File: config.mk
export PLATFORM = sky130hd
export DESIGN_NAME = if_fetch_stage
export DESIGN_NICKNAME = d
export VERILOG_FILES = /design/src/rtl/if_fetch_stage.sv
export SDC_FILE = /design/constraint.sdc
export NUM_CORES = 1
export LEC_CHECK = 0
export ABC_AREA = 1
export ABC_CLOCK_PERIOD_IN_PS = 2400
export CORE_ASPECT_RATIO = 0.7
export CORE_MARGIN = 3
export CORE_UTILIZATION = 50
export DETAILED_ROUTE_END_ITERATION = 7
export PLACE_DENSITY_LB_ADDON = 0.15
export SYNTH_ARGS = -nofsm -noshare
export SYNTH_HDL_FRONTEND = slang
export SYNTH_SLANG_ARGS = --single-unit
File: constraint.sdc
create_clock -name clock -period 2.4 [get_ports clock]
set_input_delay 0.48 -clock clock [delete_from_list [all_inputs] [get_ports clock]]
set_output_delay 0.48 -clock clock [all_outputs]
set_load 0.02 [all_outputs]
File: src/rtl/if_fetch_stage.sv
// if_fetch_stage: ARMv8 instruction fetch with IF/ID register, stall, CB redirect and halt on out-of-range PC
module if_fetch_stage #(
    parameter int IMEM_WORDS = 64,
    parameter int PC_W       = 64
) (
    input  logic            clock,
    input  logic            reset,
    input  logic            stall,
    input  logic            branch_taken,
    input  logic [PC_W-1:0] branch_target,
    output logic [PC_W-1:0] pc_if_id,
    output logic [31:0]     instr_if_id,
    output logic            valid_if_id,
    output logic            halted,
    output logic [31:0]     fetch_count,
    output logic [31:0]     flush_count
);
    localparam int AW = $clog2(IMEM_WORDS);
    typedef enum logic {RUN, HALT} state_t;
    state_t state;
    logic [31:0] memory [IMEM_WORDS];
    logic [PC_W-1:0] pc, target;
    logic pc_ok, target_ok;
    logic [31:0] word;
    function automatic logic [31:0] sat_inc(input logic [31:0] c);
        return c + 32'(c != '1);
    endfunction
    // Full-width compare so any high PC bit counts as out of range
    always_comb begin
        target = branch_target & ~PC_W'(3);
        pc_ok = (pc >> 2) < PC_W'(IMEM_WORDS);
        target_ok = (target >> 2) < PC_W'(IMEM_WORDS);
        word = memory[pc[AW+1:2]];
    end
    always_ff @(posedge clock) begin
        if (reset) begin
            state <= RUN;
            pc <= '0;
            pc_if_id <= '0;
            instr_if_id <= '0;
            valid_if_id <= 1'b0;
            halted <= 1'b0;
            fetch_count <= '0;
            flush_count <= '0;
        end else if (state == RUN) begin
            if (branch_taken) begin
                pc <= target;
                instr_if_id <= '0;
                valid_if_id <= 1'b0;
                flush_count <= sat_inc(flush_count);
            end else if (!stall) begin
                pc_if_id <= pc;
                instr_if_id <= pc_ok ? word : '0;
                valid_if_id <= pc_ok;
                if (pc_ok) begin
                    pc <= pc + PC_W'(4);
                    fetch_count <= sat_inc(fetch_count);
                end else begin
                    state <= HALT;
                    halted <= 1'b1;
                end
            end
        end else if (branch_taken) begin
            // IF/ID already holds a bubble in HALT; only a reachable target resumes fetch
            pc <= target;
            if (target_ok) begin
                state <= RUN;
                halted <= 1'b0;
                flush_count <= sat_inc(flush_count);
            end
        end
    end
endmodule
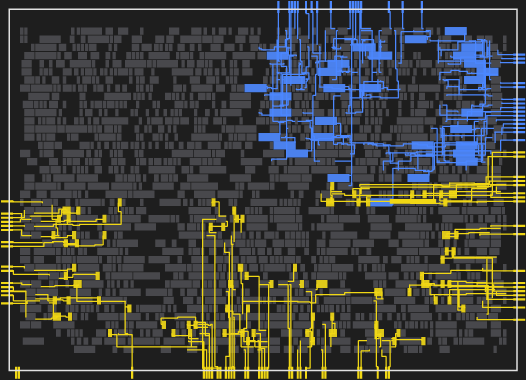
run_1/port_trees.png
Scale: 3 px per um.
yellow -> branch_target  # bits 64, direction input, edge 31 south, 18 east, 15 west, end cells 90, buffers 62, wire 2230 um
blue -> flush_count  # bits 32, direction output, edge 17 north, 15 east, end cells 32, buffers 61, wire 1730 um

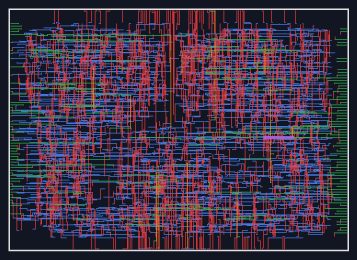
run_1/layers.png
Scale: 2 px per um.
purple -> M5  # wire length 13.8 um
green -> M3  # wire length 2310 um
red -> M2  # wire length 11600 um
blue -> M1  # wire length 13000 um
orange -> M4  # wire length 364 um
total global routing track utilization: 0.2617
final routed wirelength across all metal layers: 27360 um
final routed wire length divided by cell count: 14.85 um

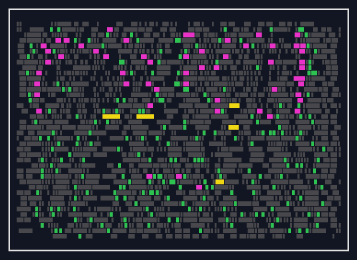
run_1/gates.png
Scale: 2 px per um.
magenta -> xor and xnor cells  # cells 54, most used xor2_1
yellow -> fa/ha/maj cells  # cells 5
green -> aoi and oai cells  # cells 209, most used a21oi_1, where widely spread
most frequent logic cell in the layout: nand2_1
fraction of standard cell area in multi-input logic: 0.3903
non-filler instance count after layout: 1842

==> run notes, run 1 <==
Summary of implementation figures.

Route
The first detailed-routing pass ran for 6 iterations. The number of nets still failing antenna checks after routing is 0. The routed layout has 9371 vias. Per the detail_route log, met2 wirelength is 11640 um. The routed via count divided by cell count is 5.087. The number of DRC markers after the initial detailed-route iteration is 856.

Worst hold path
STA shows the worst min-delay path finishing at fetch_count[23].

Setup path
The worst setup path endpoint is flush_count[30]. Looking at the reg2reg group, the worst path ends at flush_count[30]. Broken down by cell family, the worst path's largest delay share belongs to simple AND/OR/NAND/NOR gates. The data required time at the worst endpoint is 2.75 ns.

Finish
The area growth from synthesis to final layout is 35.06%. Among all cell classes, the greatest summed area belongs to multi-input combinational cells. For this run, combinational gates with multiple inputs come to 1043. The area taken by multi-input logic gates is 0.004886 mm^2. The largest registers in the layout are pc (62), pc_if_id (62).

Floorplanning
The tapcell count is 231. The report lists the number of standard-cell rows as 40. The die is 119.9 um tall.

Yosys
The most used standard cell by instance count after synthesis is nand2_1. Measured against the total synthesized area, the mux share comes to 0.001080. Post-synthesis, Yosys gives the total cell area as 0.009268 mm^2. The number of cells produced by synthesis is 1352.

The share of Yosys cell area claimed by the top area cell type is 0.4126. Of the total synthesized cell area, the portion taken by AND-OR and OR-AND cells is 0.1158.

Final timing
The headroom to the max-slew limit is 0.5915. The final layout reports a setup TNS of 0 ns. The post-route clock period utilization is 0.9495. The total count of hold-check failures in the final report is 0.

Outcome
The flow ran to the end, and the final reports show no timing, DRC or antenna violations.

Placement
The setup slack at placement is 0.04148 ns. During placement, the flow inserted port buffers numbering 193. The post-DP HPWL is 19750 um.

Clock tree
Buffers added to address setup during post-CTS repair amount to 0. The insertion delay of the later-clocked pin in the worst-skew pair is 0.43 ns. The count of H-tree levels built during CTS is 4.

Global route
The number of global-route vias before repair is 8457. Global routing put the most usage on met1.

Power and ir drop
The internal portion of the total power is 5109 uW.
==> run 1 -> run 2 <==
--- a/config.mk
+++ b/config.mk
@@ -6,7 +6,7 @@
 export NUM_CORES = 1
 export LEC_CHECK = 0
 export ABC_AREA = 1
-export ABC_CLOCK_PERIOD_IN_PS = 2400
+export ABC_CLOCK_PERIOD_IN_PS = 2100
 export CORE_ASPECT_RATIO = 0.7
 export CORE_MARGIN = 3
 export CORE_UTILIZATION = 50
==> constraint.sdc (replaced) <==
create_clock -name clock -period 2.1 [get_ports clock]
set_input_delay 0.42 -clock clock [delete_from_list [all_inputs] [get_ports clock]]
set_output_delay 0.42 -clock clock [all_outputs]
set_load 0.02 [all_outputs]
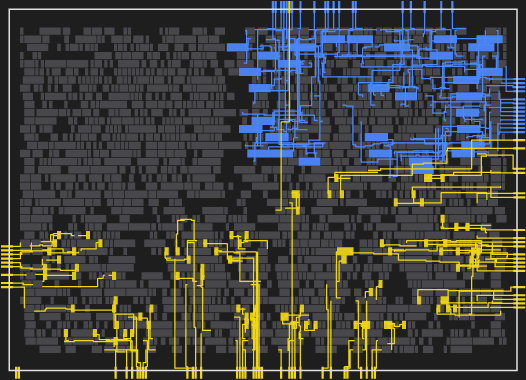
run_2/port_trees.png
Scale: 3 px per um.
yellow -> branch_target  # bits 64, direction input, edge 34 south, 20 east, 9 west, 1 north, end cells 90, buffers 81, wire 2380 um
blue -> flush_count  # bits 32, direction output, edge 19 north, 13 east, end cells 32, buffers 63, wire 2120 um
IO Pins: 230
I/O Buffers: 193

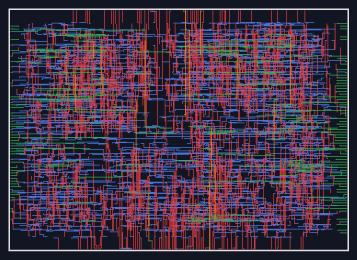
run_2/layers.png
Scale: 2 px per um.
red -> M2  # wire length 12800 um
orange -> M4  # wire length 477 um
green -> M3  # wire length 2490 um
blue -> M1  # wire length 13300 um

==> run 2 against run 1 <==
Critical endpoint is now flush_count[22]. The run now ends with setup timing left. Utilization is 5.6 points higher. Synthesized area stayed put. Clock skew is 0.0054 ns lower. Critical path type unchanged. First-iteration DRC count is 19% higher. Total power is 16% higher. Routed wire length is 6.5% higher. Global-route usage is 1.7 points higher.
==> run notes, run 2 <==
Summary of implementation figures.

Finish
The area taken by multi-input logic gates is 0.005186 mm^2 (was 0.004886 mm^2). The post-layout instance count excluding filler cells is 1916 (was 1842). The biggest cell category by area in the final layout is multi-input combinational cells (unchanged).

The area growth from synthesis to final layout is 45.74% (was 35.06%). The most common cell after layout, fill and taps aside is nand2_1 (unchanged). The combinational share of cell area is 0.3840 (was 0.3903). Largest registers in the final layout: pc (62), pc_if_id (62) (unchanged). The layout multi-input combinational cell count is 1043 (unchanged).

Yosys
The share of Yosys cell area claimed by the top area cell type came to 0.4126 (unchanged). The multiplexer fraction of the synthesized cell area is 0.001080 (unchanged). The number of warnings reported in the yosys synthesis log came to 0 (unchanged).

The most used standard cell by instance count after synthesis is nand2_1 (unchanged). The share of synthesized cell area in and-or and or-and compound cells is 0.1158 (unchanged). The total cell area reported by yosys after synthesis was 0.009268 mm^2 (unchanged). The number of cells produced by synthesis is 1352 (unchanged).

Setup path
The gate family responsible for the most delay along the worst path was simple AND/OR/NAND/NOR gates (unchanged). The data required time at the worst endpoint is 2.45 ns (was 2.75 ns). The element type at the critical path end was a flip-flop (unchanged). The endpoint of the worst register-to-register path is flush_count[22] (was flush_count[30]). The worst setup path endpoint was flush_count[22] (was flush_count[30]).

Floorplanning
The tapcell count is 231 (unchanged). The floorplan row count is 40 (unchanged). The vertical extent of the die came to 119.9 um (unchanged).

Route
The post-detailed-route wirelength per cell is 15.20 um (was 14.85 um). The routed via count divided by cell count is 5.144 (was 5.087). The number of DRC markers after the initial detailed-route iteration is 1020 (was 856). The number of nets still failing antenna checks after routing was 0 (unchanged). The detailed-routing iteration count for the pre-antenna-repair pass is 5 (was 6).

Global route
The global-route layer with the greatest usage is met1 (unchanged). The number of global-route vias before repair is 8946 (was 8457). The global routing usage summed across all routing layers was 0.2783 (was 0.2617).

Clock tree
The total setup buffers inserted after CTS is 11 (was 0). The count of H-tree levels built during CTS is 4 (unchanged).

Final timing
The final number of setup-violating endpoints is 32 (was 0). The total negative slack for setup checks is -1.659 ns (was 0 ns). The headroom to the max-slew limit was 0.5549 (was 0.5915). The total count of hold-check failures in the final report is 0 (unchanged). The minimum setup slack in the final design was -0.1528 ns (was 0.1212 ns). The post-route clock period utilization is 1.073 (was 0.9495).

Worst hold path
The end point of the most critical hold path is fetch_count[5] (was fetch_count[23]).

Outcome
The final reports fail on setup timing. Run status: complete, but fails checks (was finished clean).

Power and ir drop
The internal power component is 6027 uW (was 5109 uW).

Placement
The setup slack at placement came to -0.2343 ns (was 0.04148 ns).
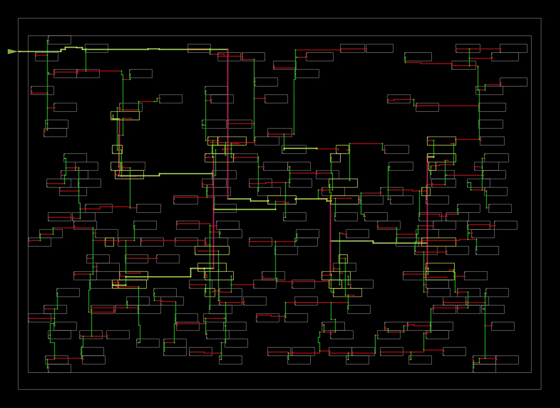
run_2/clock_nets.png
number of clock sinks: 191
later-pin clock latency in the skew report: 0.43 ns
FF+latch count: 191

Power and IR drop assume default switching activity.
